==> src/rtl/sram_controller_pkg.sv <==
// Shared definitions for the SRAM controller and its testbench.
//   - SRAM_DW / SRAM_AW : external SRAM data width (16) and halfword address width (18)
//   - state_e           : controller FSM encoding, also exported on the debug port
package sram_controller_pkg;

  localparam int SRAM_DW = 16;
  localparam int SRAM_AW = 18;

  typedef enum logic [1:0] {
    IDLE = 2'd0,
    LOW  = 2'd1,
    HIGH = 2'd2,
    DONE = 2'd3
  } state_e;

endpackage

==> src/rtl/sram_controller.sv <==
// Bridges a 32-bit MEM-stage load/store to a 16-bit asynchronous SRAM by
// splitting each word into a low and a high halfword access, each held on
// the SRAM pins for SRAM_WAIT cycles.
//
// Ports:
//   clk, rst          single clock, synchronous active-high reset
//   wr_en, rd_en      store / load request (both high = store)
//   address           byte address; ADDR_BASE maps to SRAM word 0
//   write_data        store data
//   read_data         assembled load data, valid in DONE, held until next load
//   ready             pipeline freeze control (see handshake note below)
//   sram_addr         SRAM halfword address
//   sram_dq_out/oe    write data and its drive enable
//   sram_dq_in        data returned by SRAM
//   sram_we_n         active-low write strobe
//   state_o           debug view of the FSM state
//
// Handshake: a request is held by the pipeline while ready is low. ready is
// high when no request is present, or in the single DONE cycle that finishes
// the current one. A request still high in DONE counts as consumed; a new
// access begins only when the request is seen again in IDLE.
module sram_controller
  import sram_controller_pkg::*;
#(
  parameter int unsigned ADDR_BASE = 1024,
  parameter int unsigned SRAM_WAIT = 2
) (
  input  logic               clk,
  input  logic               rst,
  input  logic               wr_en,
  input  logic               rd_en,
  input  logic [31:0]        address,
  input  logic [31:0]        write_data,
  output logic [31:0]        read_data,
  output logic               ready,
  output logic [SRAM_AW-1:0] sram_addr,
  output logic [SRAM_DW-1:0] sram_dq_out,
  output logic               sram_dq_oe,
  input  logic [SRAM_DW-1:0] sram_dq_in,
  output logic               sram_we_n,
  output state_e             state_o
);

  localparam logic [3:0] WAIT_LOAD = 4'(SRAM_WAIT - 1);

  state_e      state_q, state_d;
  logic [3:0]  wait_q, wait_d;
  logic [31:0] addr_q, addr_d;
  logic [31:0] data_q, data_d;
  logic        wr_q, wr_d;
  logic [31:0] rdata_q, rdata_d;

  // Offset relative to ADDR_BASE; addresses below the base wrap modulo 2^32.
  logic [31:0] rel_addr;
  logic [16:0] word_off;
  assign rel_addr = addr_q - ADDR_BASE;
  assign word_off = rel_addr[18:2];

  always_comb begin
    state_d     = state_q;
    wait_d      = wait_q;
    addr_d      = addr_q;
    data_d      = data_q;
    wr_d        = wr_q;
    rdata_d     = rdata_q;
    sram_addr   = '0;
    sram_dq_out = '0;
    sram_dq_oe  = 1'b0;
    sram_we_n   = 1'b1;

    case (state_q)
      IDLE: begin
        if (rd_en || wr_en) begin
          state_d = LOW;
          wait_d  = WAIT_LOAD;
          addr_d  = address;
          data_d  = write_data;
          wr_d    = wr_en;
        end
      end
      LOW: begin
        sram_addr = {word_off, 1'b0};
        if (wr_q) begin
          sram_dq_out = data_q[15:0];
          sram_dq_oe  = 1'b1;
          sram_we_n   = 1'b0;
        end
        if (wait_q == 4'd0) begin
          state_d = HIGH;
          wait_d  = WAIT_LOAD;
          // Sample on the last cycle the address has been stable.
          if (!wr_q) rdata_d[15:0] = sram_dq_in;
        end else begin
          wait_d = wait_q - 4'd1;
        end
      end
      HIGH: begin
        sram_addr = {word_off, 1'b1};
        if (wr_q) begin
          sram_dq_out = data_q[31:16];
          sram_dq_oe  = 1'b1;
          sram_we_n   = 1'b0;
        end
        if (wait_q == 4'd0) begin
          state_d = DONE;
          wait_d  = 4'd0;
          if (!wr_q) rdata_d[31:16] = sram_dq_in;
        end else begin
          wait_d = wait_q - 4'd1;
        end
      end
      DONE: begin
        state_d = IDLE;
      end
      default: begin
        state_d = IDLE;
      end
    endcase
  end

  always_ff @(posedge clk) begin
    if (rst) begin
      state_q <= IDLE;
      wait_q  <= 4'd0;
      addr_q  <= '0;
      data_q  <= '0;
      wr_q    <= 1'b0;
      rdata_q <= '0;
    end else begin
      state_q <= state_d;
      wait_q  <= wait_d;
      addr_q  <= addr_d;
      data_q  <= data_d;
      wr_q    <= wr_d;
      rdata_q <= rdata_d;
    end
  end

  assign ready     = !(rd_en || wr_en) || (state_q == DONE);
  assign read_data = rdata_q;
  assign state_o   = state_q;

endmodule

==> config.mk <==
export PLATFORM = sky130hd
export DESIGN_NAME = sram_controller
export DESIGN_NICKNAME = d
export VERILOG_FILES = /design/src/rtl/sram_controller_pkg.sv /design/src/rtl/sram_controller.sv
export SDC_FILE = /design/constraint.sdc
export NUM_CORES = 1
export LEC_CHECK = 0
export ABC_AREA = 1
export CORE_AREA = 2 2 86 88
export DETAILED_ROUTE_END_ITERATION = 10
export DIE_AREA = 0 0 88 90
export DONT_BUFFER_PORTS = 1
export PLACE_DENSITY = 0.83
export REMOVE_ABC_BUFFERS = 1
export SETUP_SLACK_MARGIN = 0.3
export SYNTH_ARGS = -nofsm -noshare
export SYNTH_HDL_FRONTEND = slang
export SYNTH_SLANG_ARGS = --single-unit
==> constraint.sdc <==
create_clock -name clk -period 2.1 [get_ports clk]
set_clock_uncertainty 0.1 [all_clocks]
set_input_delay 0.63 -clock clk [delete_from_list [all_inputs] [get_ports clk]]
set_output_delay 0.63 -clock clk [all_outputs]
set_load 0.01 [all_outputs]
==> run_results.csv <==
group,metric,value,unit
cts,cts_buffer_depth,2,
cts,cts_buffers,9,
setup_path,r2r_end,"wait_q[1]",
logic_synthesis,synth_top_area_share,0.455,
logic_synthesis,synth_warnings,0,
sta,finalMaxSlewViolations,0,
cells_and_area,nClkBuffers,11,
sta,finalSetupViolations,35,
status,violations,"negative setup slack",
setup_path,crit_chain,"buf_4, ha_4, nor2_2, nor2_4, buf_6, o21ai_2, a21oi_2",
floorplan,die_width,88,um
sta,timing.final.ws_setup,-0.258,ns
floorplan,nWellTaps,99,
cts,hold_buffers,0,
floorplan,num_rows,31,
global_routing,antenna_found_initial,0,
detailed_routing,wl_met1,3750,um
detailed_routing,top_layer_used,"met4",
cells_and_area,mostFrequentLayoutCells,"nor2_1, dfxtp_1, nand2_1",
cells_and_area,flop-count,88,
global_routing,grt_pass1_wl,15100,um
logic_synthesis,edf_count,0,
detailed_routing,routed_wirelength,9900,um
status,status,"finished with violations",
cells_and_area,num_antenna_cells,0,
logic_synthesis,synth.cell_area,3870,um2
cells_and_area,drive_above_1_share,0.192,
sta,tns,-6.93,ns
logic_synthesis,yosys.area.top_type,"dfxtp_1",
per-layer routing:
layer,global-route usage,up-vias
met4,0.0897,0
met2,0.405,151
met1,0.274,1664
met3,0.0707,23
met5,0,-
li1,-,1735
flip-flops by register name, summed over array words and instances, names as in the netlist:
signal     flops
wait_q         4
wr_q           1
state_o        2
data_q        32
addr_q        17
read_data     32
repair_timing:
item,in CTS,in global routing
setup buffers,2,3
endpoints found under the hold margin,0,0
pin swaps,3,5
cloned,1,1
setup endpoints to repair,69,66
gates resized,82,24
power by group:
| group | leakage [nW] | internal (mW) | switching, mW |
|---|---|---|---|
| Sequential | 0.726 | 2.17 | 0.366 |
| Combinational | 0.916 | 1.24 | 2.19 |
| Clock | 0.0920 | 0.581 | 0.589 |
| Total | 1.73 | 3.99 | 3.14 |
kinds of logic (layout without fill, tap and decap cells):
logic type / Yosys count / in the layout / synth area share
AND-OR/OR-AND: 122 / 122 / 0.160
XOR/XNOR: 2 / 2 / 0.00453
adder cells (fa/ha/maj): 9 / 9 / 0.0291
buffers and inverters: 65 / 75 / 0.0782
flip-flops: 88 / 88 / 0.455
AND/OR/NAND/NOR: 251 / 252 / 0.273
stage by stage:
stage	power, mW	cells	util	setup WS, ns	hold WS, ns
final	7.13	647	0.671	-0.258	0.236
after detailed placement	5.18	625	0.570	-0.0613	0.344
after floorplan	4.36	506	-	-0.672	0.332
after global placement	5.06	625	0.570	0.0130	0.340
after CTS	6.87	643	0.650	-0.250	0.222
after global routing	7.66	647	0.671	-0.304	0.224
Clock distribution:
Drawn at 4 px/um.
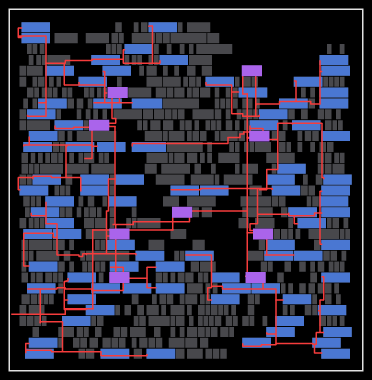
[red] clock wires | length: 976 um
[purple] cells driving clock nets | count: 9
[blue] flip-flops | count: 88
flops lie	all over the die
clk pwr: 1.17 mW
Clk network pwr share: 0.164
Clk Latency, worst-skew pair: 0.35 ns

Placement density heat map:
Drawn at 4 px/um. The die is cut into 9 by 9 equal tiles; dark blue is low, red is high, 0 to 100% covered.
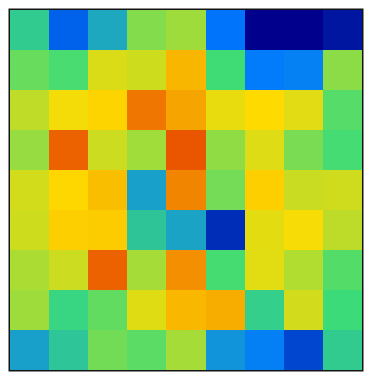
densest ninth of the die	west
nearly empty tiles	2.5%
tiles over 75% full	21%
final core occ: 0.671
CORE AREA: 7020 um2
Pre-Place Util: 0.551

Power is estimated from default activity; no workload was simulated.
